==> src/rtl/lcd_pkg.sv <==
// Shared definitions for the HD44780 character-LCD engine: FSM states,
// power-up initialisation ROM and small helpers.
package lcd_pkg;

    typedef enum logic [2:0] {
        ST_PWRUP,
        ST_INIT,
        ST_IDLE,
        ST_SETUP,
        ST_EN_HI,
        ST_HOLD,
        ST_WAIT
    } lcd_state_e;

    localparam logic [7:0] LCD_FUNC_SET = 8'h38;
    localparam logic [7:0] LCD_DISP_ON  = 8'h0C;
    localparam logic [7:0] LCD_CLEAR    = 8'h01;
    localparam logic [7:0] LCD_ENTRY    = 8'h06;

    localparam int unsigned INIT_LEN   = 4;
    localparam int unsigned INIT_IDX_W = $clog2(INIT_LEN);

    function automatic logic [7:0] init_rom(input logic [INIT_IDX_W-1:0] idx);
        case (idx)
            2'd0:    return LCD_FUNC_SET;
            2'd1:    return LCD_DISP_ON;
            2'd2:    return LCD_CLEAR;
            default: return LCD_ENTRY;
        endcase
    endfunction

    // Clear display (0x01) and return home (0x02/0x03) need the long execution wait.
    function automatic logic is_clr_home(input logic rs, input logic [7:0] data);
        return !rs && (data[7:2] == 6'd0);
    endfunction

    function automatic int unsigned cyc_max(input int unsigned a, input int unsigned b);
        return (a > b) ? a : b;
    endfunction

endpackage

==> src/rtl/lcd_timer.sv <==
// Loadable down-counter shared by every LCD timing phase; done is high
// while the count sits at zero.
module lcd_timer #(
    parameter int unsigned      WIDTH   = 8,
    parameter logic [WIDTH-1:0] RST_VAL = '0
) (
    input  logic             clk_i,
    input  logic             rst_i,
    input  logic             load_i,
    input  logic [WIDTH-1:0] load_val_i,
    output logic             done_o
);

    logic [WIDTH-1:0] cnt_q, cnt_d;

    always_comb begin
        cnt_d = cnt_q;
        if (load_i) begin
            cnt_d = load_val_i;
        end else if (cnt_q != '0) begin
            cnt_d = cnt_q - WIDTH'(1);
        end
    end

    // NOTE: reset is synchronous, so it lives inside the clocked branch, not the sensitivity list.
    always_ff @(posedge clk_i) begin
        if (rst_i) begin
            cnt_q <= RST_VAL;
        end else begin
            cnt_q <= cnt_d;
        end
    end

    assign done_o = (cnt_q == '0);

endmodule

==> src/rtl/lcd_ctrl.sv <==
// HD44780 write engine: runs the power-up init sequence, then turns each
// accepted command/character byte into setup, EN pulse, hold and execution wait.
module lcd_ctrl
    import lcd_pkg::*;
#(
    parameter int unsigned INIT_WAIT_CYC = 2000000,
    parameter int unsigned SETUP_CYC     = 2,
    parameter int unsigned EN_HIGH_CYC   = 12,
    parameter int unsigned HOLD_CYC      = 2,
    parameter int unsigned CMD_WAIT_CYC  = 2000,
    parameter int unsigned CLR_WAIT_CYC  = 82000,
    parameter bit          BLON_DEFAULT  = 1'b1
) (
    input  logic       i_clk,
    input  logic       i_rst,
    input  logic       i_lcd_valid,
    input  logic       i_lcd_rs,
    input  logic [7:0] i_lcd_data,
    output logic       o_lcd_ready,
    output logic       o_busy,
    output logic       o_lcd_on,
    output logic       o_lcd_blon,
    output logic       o_lcd_en,
    output logic       o_lcd_rs,
    output logic       o_lcd_rw,
    output logic [7:0] o_lcd_data
);

    localparam int unsigned MAX_CYC = cyc_max(cyc_max(cyc_max(INIT_WAIT_CYC, SETUP_CYC),
                                                      cyc_max(EN_HIGH_CYC, HOLD_CYC)),
                                              cyc_max(CMD_WAIT_CYC, CLR_WAIT_CYC));
    localparam int unsigned CNT_W = $clog2(MAX_CYC) + 1;

    // Counter load values are N-1: the phase ends on the cycle the count reads zero.
    localparam logic [CNT_W-1:0] INIT_LD  = CNT_W'(INIT_WAIT_CYC - 1);
    localparam logic [CNT_W-1:0] SETUP_LD = CNT_W'(SETUP_CYC - 1);
    localparam logic [CNT_W-1:0] EN_LD    = CNT_W'(EN_HIGH_CYC - 1);
    localparam logic [CNT_W-1:0] HOLD_LD  = CNT_W'(HOLD_CYC - 1);
    localparam logic [CNT_W-1:0] CMD_LD   = CNT_W'(CMD_WAIT_CYC - 1);
    localparam logic [CNT_W-1:0] CLR_LD   = CNT_W'(CLR_WAIT_CYC - 1);

    lcd_state_e            state_q, state_d;
    logic                  rs_q, rs_d;
    logic [7:0]            data_q, data_d;
    logic [INIT_IDX_W-1:0] idx_q, idx_d;
    logic                  init_q, init_d;
    logic                  on_q, blon_q;

    logic                  tmr_load;
    logic [CNT_W-1:0]      tmr_val;
    logic                  tmr_done;

    lcd_timer #(
        .WIDTH   (CNT_W),
        .RST_VAL (INIT_LD)
    ) u_timer (
        .clk_i      (i_clk),
        .rst_i      (i_rst),
        .load_i     (tmr_load),
        .load_val_i (tmr_val),
        .done_o     (tmr_done)
    );

    // NOTE: every signal gets a default before the case so no path leaves one unassigned (no latches).
    always_comb begin
        state_d  = state_q;
        rs_d     = rs_q;
        data_d   = data_q;
        idx_d    = idx_q;
        init_d   = init_q;
        tmr_load = 1'b0;
        tmr_val  = '0;
        case (state_q)
            ST_PWRUP: if (tmr_done) begin
                state_d  = ST_SETUP;
                rs_d     = 1'b0;
                data_d   = init_rom('0);
                idx_d    = '0;
                tmr_load = 1'b1;
                tmr_val  = SETUP_LD;
            end
            ST_IDLE: if (i_lcd_valid) begin
                state_d  = ST_SETUP;
                rs_d     = i_lcd_rs;
                data_d   = i_lcd_data;
                tmr_load = 1'b1;
                tmr_val  = SETUP_LD;
            end
            ST_SETUP: if (tmr_done) begin
                state_d  = ST_EN_HI;
                tmr_load = 1'b1;
                tmr_val  = EN_LD;
            end
            ST_EN_HI: if (tmr_done) begin
                state_d  = ST_HOLD;
                tmr_load = 1'b1;
                tmr_val  = HOLD_LD;
            end
            ST_HOLD: if (tmr_done) begin
                state_d  = ST_WAIT;
                tmr_load = 1'b1;
                tmr_val  = is_clr_home(rs_q, data_q) ? CLR_LD : CMD_LD;
            end
            ST_WAIT: if (tmr_done) begin
                if (init_q && (idx_q != INIT_IDX_W'(INIT_LEN - 1))) begin
                    // Next init entry goes straight to SETUP with no gap cycle.
                    state_d  = ST_SETUP;
                    idx_d    = idx_q + INIT_IDX_W'(1);
                    rs_d     = 1'b0;
                    data_d   = init_rom(idx_q + INIT_IDX_W'(1));
                    tmr_load = 1'b1;
                    tmr_val  = SETUP_LD;
                end else begin
                    state_d = ST_IDLE;
                    init_d  = 1'b0;
                end
            end
            default: begin
                state_d  = ST_PWRUP;
                tmr_load = 1'b1;
                tmr_val  = INIT_LD;
            end
        endcase
    end

    // NOTE: non-blocking assignments for all registered state.
    always_ff @(posedge i_clk) begin
        if (i_rst) begin
            state_q <= ST_PWRUP;
            rs_q    <= 1'b0;
            data_q  <= 8'h00;
            idx_q   <= '0;
            init_q  <= 1'b1;
            on_q    <= 1'b0;
            blon_q  <= 1'b0;
        end else begin
            state_q <= state_d;
            rs_q    <= rs_d;
            data_q  <= data_d;
            idx_q   <= idx_d;
            init_q  <= init_d;
            on_q    <= 1'b1;
            blon_q  <= BLON_DEFAULT;
        end
    end

    assign o_lcd_ready = (state_q == ST_IDLE);
    assign o_busy      = ~o_lcd_ready;
    assign o_lcd_en    = (state_q == ST_EN_HI);
    assign o_lcd_rs    = rs_q;
    assign o_lcd_data  = data_q;
    assign o_lcd_rw    = 1'b0;
    assign o_lcd_on    = on_q;
    assign o_lcd_blon  = blon_q;

endmodule

==> config.mk <==
export PLATFORM = sky130hd
export DESIGN_NAME = lcd_ctrl
export DESIGN_NICKNAME = d
export VERILOG_FILES = /design/src/rtl/lcd_pkg.sv /design/src/rtl/lcd_timer.sv /design/src/rtl/lcd_ctrl.sv
export SDC_FILE = /design/constraint.sdc
export NUM_CORES = 1
export LEC_CHECK = 0
export ABC_AREA = 1
export CAP_MARGIN = 40
export CORE_ASPECT_RATIO = 0.5
export CORE_UTILIZATION = 50
export CTS_CLUSTER_SIZE = 20
export DETAILED_ROUTE_END_ITERATION = 8
export PLACE_DENSITY_LB_ADDON = 0.12
export SYNTH_ARGS = -nofsm -noshare
export SYNTH_HDL_FRONTEND = slang
export SYNTH_HIERARCHICAL = 1
export SYNTH_SLANG_ARGS = --single-unit
==> constraint.sdc <==
create_clock -name i_clk -period 2.6 [get_ports i_clk]
set_clock_uncertainty 0.2 [all_clocks]
set_input_delay 0.26 -clock i_clk [delete_from_list [all_inputs] [get_ports i_clk]]
set_output_delay 0.26 -clock i_clk [all_outputs]
set_load 0.02 [all_outputs]
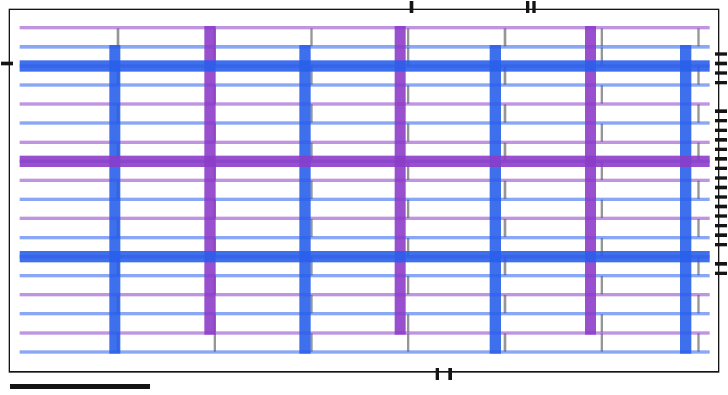
*Power grid*
Scale bar: 20 um. Pins as bars on the die edge. Tap cells in grey.
net	colour
VDD	purple
VSS	blue
met5 straps	3
signal pins	27
DIE WIDTH: 101.0 um
Core Region: 4552 sq um

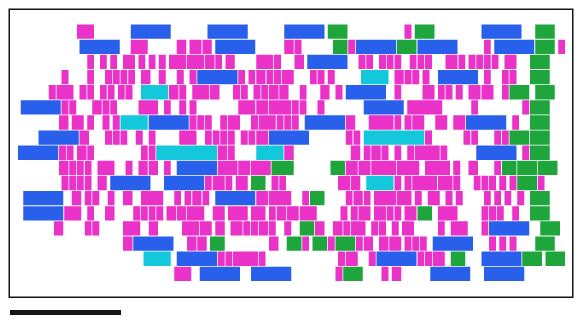
*Placement by cell class*
Scale bar: 20 um.
class	colour	cells	share of their area
other buffers and delay cells	green	37	12%
flops	blue	38	26%
clock drivers and dummy loads	cyan	8	5.0%
combinational and other logic	magenta	330	57%
Layout Utilization: 0.6495
Cell Rows: 17
flop share of the area: 0.2573
design area: 2957 sq um

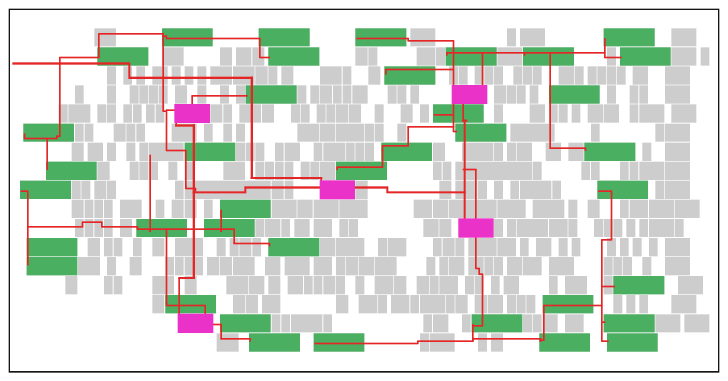
*Routed clock nets over the placement*
[clock drivers] magenta | count: 5
[flip-flops] green | count: 38
[clock wires] red | length: 573 um
routed clock nets	6
Clk pwr share: 0.297
Worst-Skew Late Latency: 0.30 ns
Clk. pwr: 0.635 mW

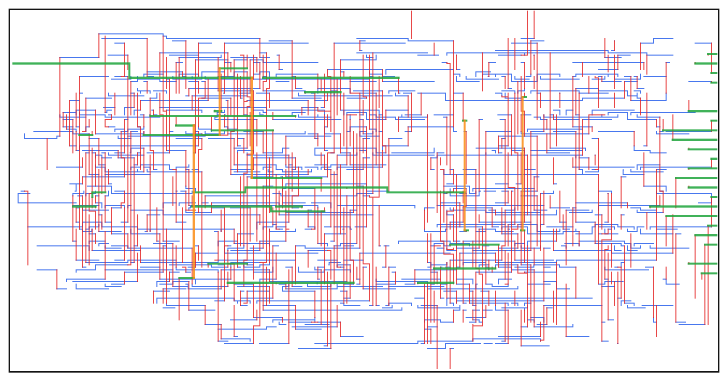
*Wiring by layer*
layer	colour	wire length
metal 3	green	307 um
metal 1	blue	2860 um
metal 2	red	2720 um
metal 4	orange	80.2 um
Avg WL per Cell: 12.44 um
GRT Total Usage: 0.2567
drt total wl: 5961 um
Vias: 2452

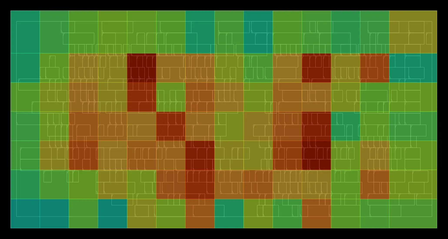
*Track usage over the die*
grt met3 use: 0.05242
grt met2 use: 0.4441
GRT Max-Usage Layer: met2
met1 usage: 0.3208

==> impl_metrics.env <==
# source this file to load flow results
export IMPL_m1WireLength_um=2857
export IMPL_yosysTopAreaCellShare=0.3105
export IMPL_synth_top_cell_by_count="nand2_1"
export IMPL_largest_reg_flops=22
export IMPL_dr_wl_met3_um=306
export IMPL_fin_nets=430
export IMPL_yosysTopAreaCell="dfxtp_1"
export IMPL_syn2layout_area_growth_pct=20.68
export IMPL_required_ns=2.14
export IMPL_path_cells="buf_4 > nor2_2 > clkdlybuf4s50_1"
export IMPL_max_cap_violations=0
export IMPL_reg2regPathDepth=13
export IMPL_path_delay_family="buffers and inverters"
export IMPL_drive_gt1_frac=0.1356
export IMPL_dp_cells=470
export IMPL_synthAoiAreaFrac=0.09499
export IMPL_power_share_switching=0.3630
export IMPL_maxSlewViolCount=0
export IMPL_endpoint_kind="output port"
export IMPL_synthCells=377
export IMPL_flop_cell="dfxtp_1"
export IMPL_muxShareOfSynthArea=0
export IMPL_syn_avg_cell_area_sq_um=6.498
export IMPL_outcome="finished, final reports clean"
export IMPL_dp_slack_ns=0.08763
export IMPL_routed_top_layer="met4"
export IMPL_portBuffers=25
export IMPL_p_comb_mw=0.735
export IMPL_critical_path_class="reg2out"
export IMPL_wl_met2_um=2717
export IMPL_ys_sh_xor=0.05720
export IMPL_fin_ws_ns=0.1861
export IMPL_clk_path_buf_depth=2
export IMPL_cts_root_buf="clkbuf_8"
export IMPL_setup_viol=0
export IMPL_instances_no_fill=479
export IMPL_crit_cells=3
export IMPL_final_layout_top_logic_cell="nand2_1"
export IMPL_postCtsHoldBufs=0
export IMPL_worst_hold_slack_ns=0.2808
export IMPL_drc=0
export IMPL_numCtsBuffers=5
export IMPL_ys_chip_area_sq_um=2450
export IMPL_ys_ff=38
export IMPL_topCellsByArea="dfxtp_1, nand2_1, nor2_1"
export IMPL_top_register="u_timer/cnt_q"
export IMPL_fp_util=0.5382
export IMPL_worstMarginPinSlew_ns=0.5900
export IMPL_hpwlAfterDp_um=4491
export IMPL_io_pins=27
export IMPL_edf_count=0
export IMPL_max_stage_delay_ns=0.68
export IMPL_grt_pass1_vias=2326
export IMPL_cts_tree="yes"
export IMPL_netlist_area_sq_um=2450
export IMPL_worstSetupStartpointType="flip-flop"
export IMPL_log_warning_count=30
export IMPL_hold_path_cell_count=2
export IMPL_async_flop_share=0
export IMPL_p_leak_nw=1.276
export IMPL_dieArea_sq_um=5200
export IMPL_p_seq_mw=0.767
export IMPL_period_minus_slack_ns=2.414
export IMPL_p_per_area_nw_per_um2=722.7
export IMPL_p_int_mw=1.361
export IMPL_period_used=0.9284
export IMPL_cts_repair_resized=0
export IMPL_path_buffers=2
export IMPL_crit_arrival_ns=1.95
export IMPL_total_power_mw=2.137
export IMPL_place_gp_congestion=0.8597
export IMPL_ant_nets=0
export IMPL_common_cells="nand2_1, nor2_1, dfxtp_1"
export IMPL_min_path_type="reg2reg"
export IMPL_dr_first_iter_drc_count=123
export IMPL_h_tree_depth=2
export IMPL_ys_types=32
export IMPL_grt_ovfl_total=0
export IMPL_cts_reportedPaths_clkPinSlew_ns=0.08
export IMPL_p_sw_mw=0.7756
export IMPL_cp_slowest_cell="clkdlybuf4s50_1"
export IMPL_antenna_found_initial=0
export IMPL_grt_max_degree=24
export IMPL_grt_setup_unrepaired="false"
export IMPL_slew_headroom=0.6031
export IMPL_path_max_fanout=9
export IMPL_place_area_sq_um=2794
## cell type report
cell class / instances / area [sq um]
clock buffer: 6 / 82.58
timing repair buffer: 37 / 344.1
tap: 66 / 82.58
inverter: 40 / 157.7
sequential: 38 / 760.7
fill: 422 / 1595
clock inverter: 2 / 60.06
multi-input combinational: 290 / 1469
## path summary, 6_finish.rpt
check,start,to,slack (ns)
max reg2reg,u_timer/cnt_q[0]$_SDFFE_PP1P_,u_timer/cnt_q[3]$_SDFFE_PP1P_,0.23
min,init_q$_SDFFE_PP1P_,init_q$_SDFFE_PP1P_,0.28
max,state_q[2]$_SDFFE_PP0P_,o_lcd_ready,0.19
min reg2reg,init_q$_SDFFE_PP1P_,init_q$_SDFFE_PP1P_,0.28
No activity file was given, so power comes from the tool's default toggle rates.
